--- src/rtl/hazard_controller.sv ---
// Pipeline hazard controller for the 5-stage MIPS core: shadows EX/MEM/WB metadata and drives
// register enables, flush/bubble controls, EX forwarding selects and a saturating stall counter.
module hazard_controller #(
  parameter int unsigned CntW = 16
) (
  input  logic            clk_i,
  input  logic            rst_ni,
  input  logic            id_valid_i,
  input  logic [4:0]      id_rs_i,
  input  logic [4:0]      id_rt_i,
  input  logic            id_uses_rs_i,
  input  logic            id_uses_rt_i,
  input  logic [4:0]      id_dest_i,
  input  logic            id_reg_write_i,
  input  logic            id_mem_read_i,
  input  logic            id_mem_write_i,
  input  logic            id_jump_i,
  input  logic            ex_branch_taken_i,
  input  logic            mem_ready_i,
  output logic            pc_en_o,
  output logic            if_id_en_o,
  output logic            id_ex_en_o,
  output logic            ex_mem_en_o,
  output logic            mem_wb_en_o,
  output logic            if_id_flush_o,
  output logic            id_ex_bubble_o,
  output logic [1:0]      fwd_a_o,
  output logic [1:0]      fwd_b_o,
  output logic [CntW-1:0] stall_count_o
);

  logic       ex_valid_q, ex_rw_q, ex_mr_q, ex_mw_q;
  logic [4:0] ex_rs_q, ex_rt_q, ex_dest_q;
  logic       mem_valid_q, mem_rw_q, mem_mr_q, mem_mw_q;
  logic [4:0] mem_dest_q;
  logic       wb_valid_q, wb_rw_q;
  logic [4:0] wb_dest_q;
  logic [CntW-1:0] stall_cnt_q, stall_cnt_d;

  logic freeze, branch, load_use, jump;
  logic mem_fwd_ok, wb_fwd_ok;

  assign freeze   = mem_valid_q & (mem_mr_q | mem_mw_q) & ~mem_ready_i;
  assign branch   = ex_valid_q & ex_branch_taken_i;
  assign load_use = id_valid_i & ex_valid_q & ex_mr_q & (ex_dest_q != 5'd0) &
                    ((id_uses_rs_i & (id_rs_i == ex_dest_q)) |
                     (id_uses_rt_i & (id_rt_i == ex_dest_q)));
  assign jump     = id_valid_i & id_jump_i;

  always_comb begin
    pc_en_o        = 1'b1;
    if_id_en_o     = 1'b1;
    id_ex_en_o     = 1'b1;
    ex_mem_en_o    = 1'b1;
    mem_wb_en_o    = 1'b1;
    if_id_flush_o  = 1'b0;
    id_ex_bubble_o = 1'b0;
    if (freeze) begin
      pc_en_o     = 1'b0;
      if_id_en_o  = 1'b0;
      id_ex_en_o  = 1'b0;
      ex_mem_en_o = 1'b0;
      mem_wb_en_o = 1'b0;
    end else if (branch) begin
      if_id_flush_o  = 1'b1;
      id_ex_bubble_o = 1'b1;
    end else if (load_use) begin
      // Hold PC and IF/ID so the dependent instruction (or a deferred jump) replays.
      pc_en_o        = 1'b0;
      if_id_en_o     = 1'b0;
      id_ex_bubble_o = 1'b1;
    end else if (jump) begin
      if_id_flush_o = 1'b1;
    end
  end

  // Loads sitting in MEM have no result yet, so they are excluded from EX/MEM forwarding.
  assign mem_fwd_ok = mem_valid_q & mem_rw_q & ~mem_mr_q & (mem_dest_q != 5'd0);
  assign wb_fwd_ok  = wb_valid_q & wb_rw_q & (wb_dest_q != 5'd0);

  always_comb begin
    fwd_a_o = 2'b00;
    fwd_b_o = 2'b00;
    if (mem_fwd_ok && (mem_dest_q == ex_rs_q))     fwd_a_o = 2'b10;
    else if (wb_fwd_ok && (wb_dest_q == ex_rs_q))  fwd_a_o = 2'b01;
    if (mem_fwd_ok && (mem_dest_q == ex_rt_q))     fwd_b_o = 2'b10;
    else if (wb_fwd_ok && (wb_dest_q == ex_rt_q))  fwd_b_o = 2'b01;
  end

  always_comb begin
    stall_cnt_d = stall_cnt_q;
    if (!pc_en_o && (stall_cnt_q != {CntW{1'b1}})) stall_cnt_d = stall_cnt_q + CntW'(1);
  end

  assign stall_count_o = stall_cnt_q;

  always_ff @(posedge clk_i or negedge rst_ni) begin
    if (!rst_ni) begin
      ex_valid_q  <= 1'b0;
      ex_rs_q     <= 5'd0;
      ex_rt_q     <= 5'd0;
      ex_dest_q   <= 5'd0;
      ex_rw_q     <= 1'b0;
      ex_mr_q     <= 1'b0;
      ex_mw_q     <= 1'b0;
      mem_valid_q <= 1'b0;
      mem_dest_q  <= 5'd0;
      mem_rw_q    <= 1'b0;
      mem_mr_q    <= 1'b0;
      mem_mw_q    <= 1'b0;
      wb_valid_q  <= 1'b0;
      wb_dest_q   <= 5'd0;
      wb_rw_q     <= 1'b0;
      stall_cnt_q <= '0;
    end else begin
      stall_cnt_q <= stall_cnt_d;
      if (!freeze) begin
        wb_valid_q  <= mem_valid_q;
        wb_dest_q   <= mem_dest_q;
        wb_rw_q     <= mem_rw_q;
        mem_valid_q <= ex_valid_q;
        mem_dest_q  <= ex_dest_q;
        mem_rw_q    <= ex_rw_q;
        mem_mr_q    <= ex_mr_q;
        mem_mw_q    <= ex_mw_q;
        if (id_ex_bubble_o) begin
          ex_valid_q <= 1'b0;
          ex_rs_q    <= 5'd0;
          ex_rt_q    <= 5'd0;
          ex_dest_q  <= 5'd0;
          ex_rw_q    <= 1'b0;
          ex_mr_q    <= 1'b0;
          ex_mw_q    <= 1'b0;
        end else begin
          ex_valid_q <= id_valid_i;
          ex_rs_q    <= id_rs_i;
          ex_rt_q    <= id_rt_i;
          ex_dest_q  <= id_dest_i;
          ex_rw_q    <= id_reg_write_i;
          ex_mr_q    <= id_mem_read_i;
          ex_mw_q    <= id_mem_write_i;
        end
      end
    end
  end

endmodule

--- config.mk ---
export PLATFORM = sky130hd
export DESIGN_NAME = hazard_controller
export DESIGN_NICKNAME = d
export VERILOG_FILES = /design/src/rtl/hazard_controller.sv
export SDC_FILE = /design/constraint.sdc
export NUM_CORES = 1
export LEC_CHECK = 0
export CORE_ASPECT_RATIO = 0.6
export CORE_MARGIN = 4
export CORE_UTILIZATION = 38
export CTS_BUF_LIST = sky130_fd_sc_hd__clkbuf_8
export CTS_CLUSTER_DIAMETER = 80
export DETAILED_ROUTE_END_ITERATION = 6
export GPL_TIMING_DRIVEN = 1
export PLACE_DENSITY_LB_ADDON = 0.08
export SLEW_MARGIN = 15
export SYNTH_ARGS = -nofsm -noshare
export SYNTH_HDL_FRONTEND = slang
export SYNTH_SLANG_ARGS = --single-unit
--- constraint.sdc ---
create_clock -name clk_i -period 2.9 [get_ports clk_i]
set_clock_uncertainty 0.15 [all_clocks]
set_input_delay 0.435 -clock clk_i [delete_from_list [all_inputs] [get_ports clk_i]]
set_output_delay 0.435 -clock clk_i [all_outputs]
set_load 0.05 [all_outputs]
==> flow_results.xml <==
<?xml version="1.0" encoding="UTF-8"?>
<metrics>
  <group name="outcome">
    <metric name="status" unit="">finished clean</metric>
  </group>
  <group name="global_route">
    <metric name="groute.layer.met3.usage" unit="%">4.051</metric>
    <metric name="gr-max-usage-layer" unit="">met1</metric>
    <metric name="first_global_vias" unit="">1913</metric>
  </group>
  <group name="detailed_routing">
    <metric name="drc_errors" unit="">0</metric>
    <metric name="met2_wirelength" unit="um">2407</metric>
  </group>
  <group name="synth">
    <metric name="and_or_nand_nor_cells_area_fraction" unit="%">19.32</metric>
    <metric name="ys.flops" unit="">51</metric>
  </group>
  <group name="die">
    <metric name="die_h" unit="um">71.64</metric>
    <metric name="std_cell_rows" unit="">22</metric>
    <metric name="fp.coreArea" unit="sq mm">0.006331</metric>
    <metric name="boundaryPins" unit="">53</metric>
  </group>
  <group name="clocking">
    <metric name="holdBufCountCts" unit="">1</metric>
    <metric name="cts_inserted_buffers" unit="">5</metric>
    <metric name="cts_tree" unit="">built</metric>
  </group>
  <group name="power_and_ir_drop">
    <metric name="power_combinational" unit="mW">1.21</metric>
    <metric name="p_int" unit="mW">1.789</metric>
    <metric name="vdd.ir_drop.worst" unit="V">0.0005116</metric>
  </group>
  <group name="final_timing">
    <metric name="final_hold_viol_count" unit="">0</metric>
  </group>
  <group name="layout">
    <metric name="final.clkbuf_count" unit="">5</metric>
    <metric name="logic_gates" unit="">182</metric>
    <metric name="fillerInstances" unit="">588</metric>
  </group>
  <group name="worst_setup_path">
    <metric name="critical_path_endpoint" unit="">fwd_b_o[0]</metric>
    <metric name="critical_path.endpoint_type" unit="">output port</metric>
  </group>
  <group name="worst_hold_path">
    <metric name="min_from" unit="">ex_mw_q</metric>
  </group>
</metrics>
-- synthesized netlist by cell type (2+ instances only) --
| master | number | share of area, % |
|---|---|---|
| sky130_fd_sc_hd__dfrtp_1 | 51 | 50 |
| sky130_fd_sc_hd__nand2_1 | 51 | 7.5 |
| sky130_fd_sc_hd__xor2_1 | 22 | 7.5 |
| sky130_fd_sc_hd__xnor2_1 | 21 | 7.2 |
| sky130_fd_sc_hd__a22o_1 | 14 | 4.8 |
| sky130_fd_sc_hd__nand3_1 | 11 | 2.1 |
| sky130_fd_sc_hd__nor2_1 | 11 | 1.6 |
| sky130_fd_sc_hd__nor3_1 | 8 | 1.6 |
| sky130_fd_sc_hd__a22o_2 | 5 | 2.0 |
| sky130_fd_sc_hd__a21oi_1 | 4 | 0.78 |
| sky130_fd_sc_hd__buf_4 | 4 | 1.2 |
| sky130_fd_sc_hd__clkbuf_1 | 4 | 0.59 |
| sky130_fd_sc_hd__inv_1 | 4 | 0.59 |
| sky130_fd_sc_hd__nand4_1 | 4 | 0.98 |
| sky130_fd_sc_hd__nor4_1 | 4 | 0.98 |
| sky130_fd_sc_hd__or4_1 | 4 | 1.2 |
| sky130_fd_sc_hd__nand2b_1 | 3 | 0.73 |
| sky130_fd_sc_hd__and3_1 | 2 | 0.49 |
| sky130_fd_sc_hd__mux2_4 | 2 | 1.2 |
| sky130_fd_sc_hd__nor4b_1 | 2 | 0.68 |
-- through the flow --
stage	instance area, sq um	TNS (ns)	total power, mW	util (%)	setup WS [ns]
global route	3334	0	3.258	52.67	0.008540
global placement	3188	0	2.473	50.36	0.2447
floorplan	2589	-0.1242	2.111	-	-0.1242
finish	3334	0	3.059	52.67	0.1424
detailed placement	3188	0	2.493	50.36	0.2308
CTS	3331	0	3.078	52.61	0.06281
Routing congestion map:
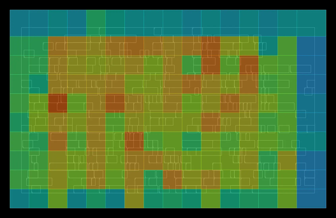
met1 routing resource usage after global routing: 28.01%
Util after Layout: 52.67%
met2 capacity usage during global routing: 20.56%

Close-up of the layout:
Window x 42 to 72, y 6 to 36 um. Cells in gray, sequential cells in the stronger gray; small squares are vias.
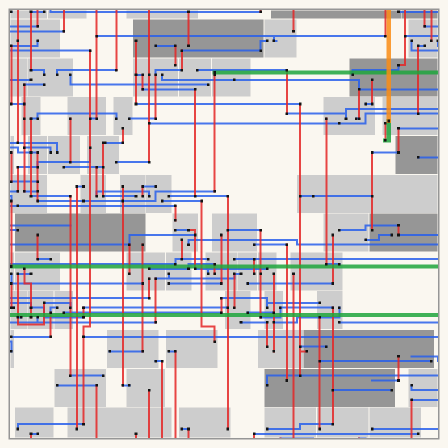
- M2: red
- M4: orange
- M3: green
- M1: blue
- netlist names of flops here include: stall_count_o (4)
- most frequent: clkdlybuf4s50_1 (9), dfrtp_1 (6), buf_4 (5)
- cells with their middle in the window: 54
- sequential cells in the window: 6

Gate-type map:
(4 px per um)
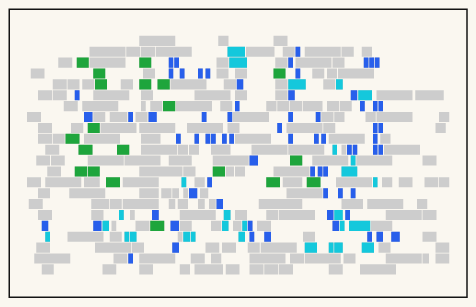
- nor cells: cyan (cells 28; most used nor2_1)
- nand cells: blue (cells 69; most used nand2_1)
- non-inverting ao/oa cells: green (cells 20; most used a22o_1)

Routed metal per tile:
(3 px per um) 23 x 14 tiles, from white (low) to dark blue (high), scaled to the fullest tile. Values are wire area over tile area, all layers added.
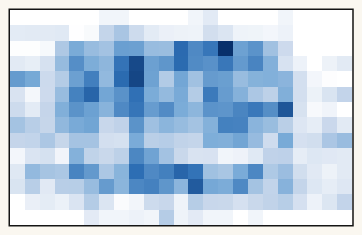
- densest ninth of the die: middle
- emptiest ninth of the die: top right
- nearly empty tiles: 14%
- mean over tiles: 0.13

Clock wires, drivers and flops:
(3 px per um)
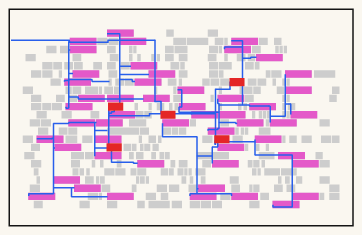
- clock wires: blue (length 634 um)
- flip-flops: magenta (count 51)
- clock-net drivers: red (count 5)
- flops lie: all over the die
clock latency at the later pin of the worst-skew pair: 0.30 ns
clk pwr: 579 uW

No activity file was given, so power comes from the tool's default toggle rates.
